run_1/floorplan.png
Scale: 12 px per um. Pins as bars on the die edge. Tap cells in grey.
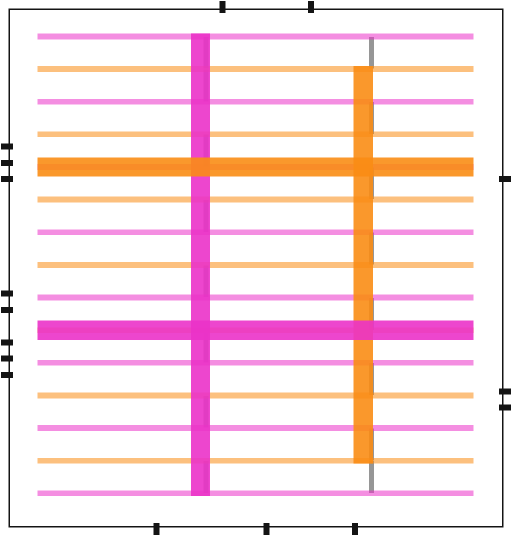
run_1/m2.png
Scale: 8 px per um. Cells faint in the background.
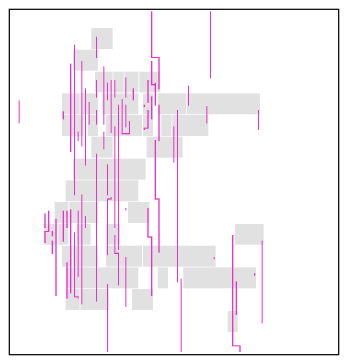
run_1/layers.png
Scale: 8 px per um. Two of the layers only.
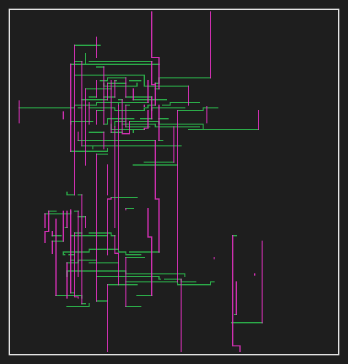
run_1/placed.png
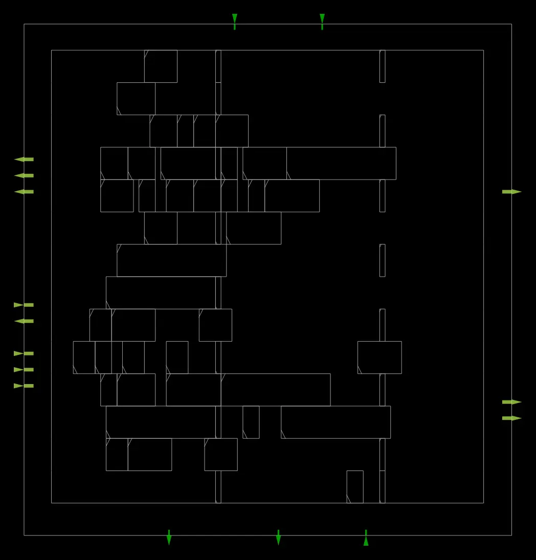
==> config.mk <==
export PLATFORM = sky130hd
export DESIGN_NAME = ffe_tap_sequencer
export DESIGN_NICKNAME = d
export VERILOG_FILES = /design/src/rtl/ffe_pkg.sv /design/src/rtl/ffe_tap_counter.sv /design/src/rtl/ffe_tap_sequencer.sv
export SDC_FILE = /design/constraint.sdc
export NUM_CORES = 1
export LEC_CHECK = 0
export CAP_MARGIN = 15
export CORE_AREA = 2 2 39 41
export CTS_CLUSTER_SIZE = 28
export DETAILED_ROUTE_END_ITERATION = 8
export DIE_AREA = 0 0 41 43
export DONT_BUFFER_PORTS = 1
export GPL_ROUTABILITY_DRIVEN = 0
export HOLD_SLACK_MARGIN = 0.02
export PLACE_DENSITY_LB_ADDON = 0.15
export SLEW_MARGIN = 40
export SYNTH_ARGS = -nofsm -noshare
export SYNTH_HDL_FRONTEND = slang
export SYNTH_SLANG_ARGS = --single-unit
==> constraint.sdc <==
create_clock -name ffe_clk -period 3.37 [get_ports ffe_clk]
set_clock_uncertainty 0.15 [all_clocks]
set_input_delay 0.337 -clock ffe_clk [delete_from_list [all_inputs] [get_ports ffe_clk]]
set_output_delay 0.337 -clock ffe_clk [all_outputs]
set_load 0.01 [all_outputs]
==> reports/metrics.yaml, run 1 <==
outcome:
  status: "finished clean"
finish:
  n_all_inverters: 7
  n_fill_cell: 147
  fin_nets: 54
  seqCellArea_sq_um: 150
  synthToLayoutAreaGrowth_pct: 12.1
  fin_cells: 58
  comb_area_share_pct: 45.2
  drive_above_1_share_pct: 9.52
  clock_buffers: 3
die:
  chipArea_sq_mm: 0.00176
  fp-utilization_pct: 26.9
route:
  top_layer_used: "met4"
  detail-route-antenna-nets: 0
worst_setup_path:
  crit_family: "flip-flops"
  cp-start-kind: "flop"
  crit_top_cell: "inv_1"
  cp_data_arrival_time_ns: 1.83
  critPathKind: "flop to output pin"
  critical_path.max_fanout: 9
power:
  sequentialPowerShare_pct: 38.2
  clkPwrFrac_pct: 20.0
yosys:
  synthArstFlopShare_pct: 100
  synthTopCellsByCount: "7 x inv_1, 6 x dfrtp_1"
  synth-cells-yosys: 39
  netlist_instances: 39
  ys_warn_count: 0
  ys_area_sq_um: 373
  synthesis.nets: 49
  ys_ff: 6
clock_tree:
  cts.clk_slew.worst_paths_ns: 0.05
  cts_root_buf: "clkbuf_4"
  cts_buffers: 3
  clk_latency_ns: 0.26
sta:
  setup_viol: 0
  rsz0062_at_grt: "false"
  finalCritPeriodShare_pct: 68.9
  hold_viol: 0
  worstMarginPinSlew_ns: 0.402
global_route:
  antenna_found_initial: 0
  grt-busiest-layer: "met2"
Notes on floorplan.png above:
VSS: marked magenta. VDD: marked orange.
16 signal pins sit on the boundary. 16 tap cells.
die y size: 43 um
worst vdd ir: 239 uV
core area: 0.00138 sq mm
Die Width: 41 um

Notes on m2.png above:
The wires run mostly vertical. The longest straight run is 21.4 um. The layer carries 383 um of wire. The layer holds 46% of the routed length.
met2 usage: 14.1%
drt total wl: 827 um

Notes on layers.png above:
M1: marked green, wire length 322 um. M2: marked magenta, wire length 383 um.
GR Util All Layers: 10.8%
WL/cell: 14.3 um
routed vias: 291

Notes on placed.png above:
Finished Core Util: 30.2%
seq_cells: 6

run_1/pinout.png
Scale: 12 px per um. Pins as bars across the die edge, other pins in grey.
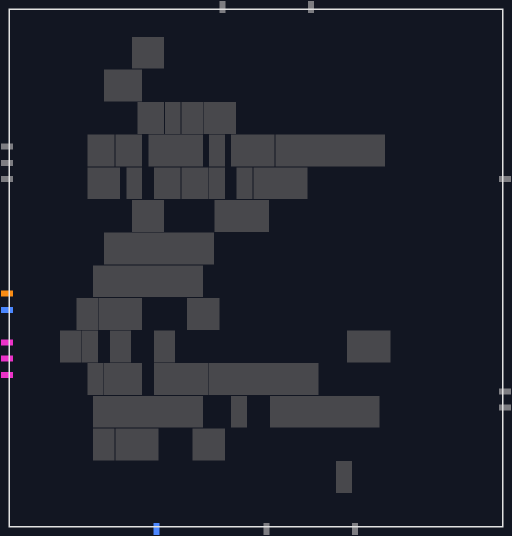

==> run 1 -> run 2 <==
==> constraint.sdc (replaced) <==
create_clock -name ffe_clk -period 2.4 [get_ports ffe_clk]
set_clock_uncertainty 0.15 [all_clocks]
set_input_delay 0.24 -clock ffe_clk [delete_from_list [all_inputs] [get_ports ffe_clk]]
set_output_delay 0.24 -clock ffe_clk [all_outputs]
set_load 0.01 [all_outputs]
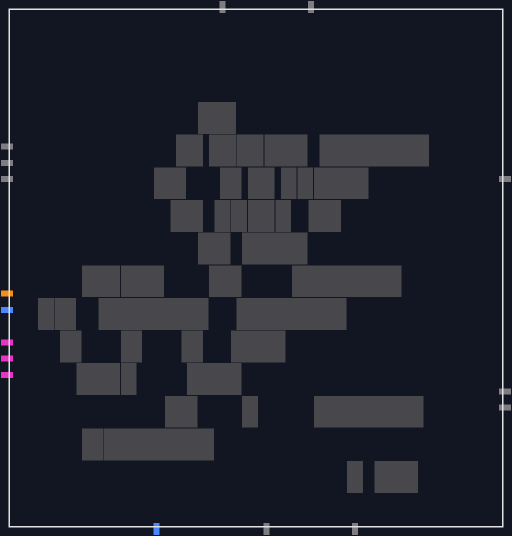
run_2/pinout.png
Scale: 12 px per um. Pins as bars across the die edge, other pins in grey.
rd_addr: marked blue, pins 2, direction output, edge 1 left, 1 bottom. taps_active: marked magenta, pins 3, direction input, edge left. ffe_clk: marked orange, pins 1, direction input, edge left.
Port Buffer Count: 0

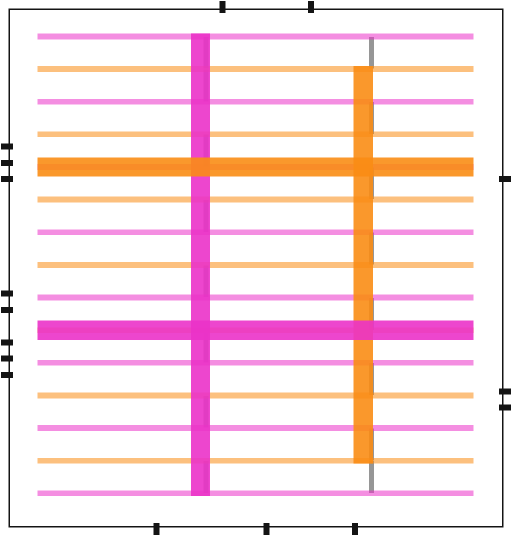
run_2/floorplan.png
Scale: 12 px per um. Pins as bars on the die edge. Tap cells in grey.
VSS: marked magenta. VDD: marked orange.
16 signal pins sit on the boundary. 16 tap cells. 2 straps on met5. The core has 14 rows.
worst vdd ir: 327 uV

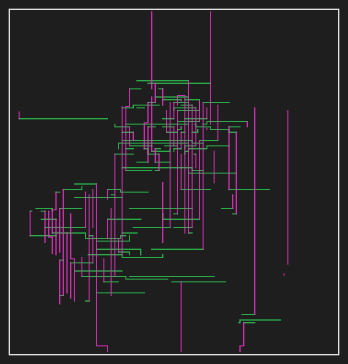
run_2/layers.png
Scale: 8 px per um. Two of the layers only.
M1: marked green, wire length 329 um. M2: marked magenta, wire length 467 um.
routed vias: 305
drt total wl: 887 um
WL/cell: 15.3 um
GR Util All Layers: 12.0%

==> run 2 against run 1 <==
Sequential power grew 43%. Worst hold slack lost 0.092 ns. Critical endpoint unchanged. Routed wire length grew 7.3%. Count of clock-buffer cells in the layout is the same. Utilization grew 0.18 points. Cell area grew 0.60%. Sequential cell count is the same. Total power grew 43%. Combinational power grew 49%. Clock power grew 31%. Largest power group unchanged. Non-clock buffer count is the same. Sequential share of layout area shrank 0.21 points.
==> reports/metrics.yaml, run 2 <==
outcome:
  status: "finished clean"
sta:
  hold_viol: 0  # unchanged
  rsz0062_at_grt: "false"
  finalCritPeriodShare_pct: 89.7
  setup_viol: 0  # unchanged
power:
  sequentialPowerShare_pct: 38.2  # about the same
yosys:
  synth-cells-yosys: 39  # unchanged
  ys_ff: 6  # unchanged
  synthArstFlopShare_pct: 100  # unchanged
  ys_area_sq_um: 373  # unchanged
  synthesis.nets: 49  # unchanged
  synthTopCellsByCount: "7 x inv_1, 6 x dfrtp_1"
finish:
  synthToLayoutAreaGrowth_pct: 12.8
  fin_nets: 54  # unchanged
  final_core_util_pct: 30.4  # +0.18 points
  seqCellArea_sq_um: 150  # unchanged
  clock_buffers: 3  # unchanged
worst_setup_path:
  crit_family: "flip-flops"
  critPathKind: "flop to output pin"
  cp_data_arrival_time_ns: 1.76  # -0.07 ns
clock_tree:
  clk_latency_ns: 0.24  # -0.02 ns
  cts_buffers: 3  # unchanged
  cts_root_buf: "clkbuf_4"
die:
  fp-utilization_pct: 26.9  # unchanged
  chipArea_sq_mm: 0.00176  # unchanged
  die_w_um: 41  # unchanged
  die_h_um: 43  # unchanged
Power and IR drop assume default switching activity.
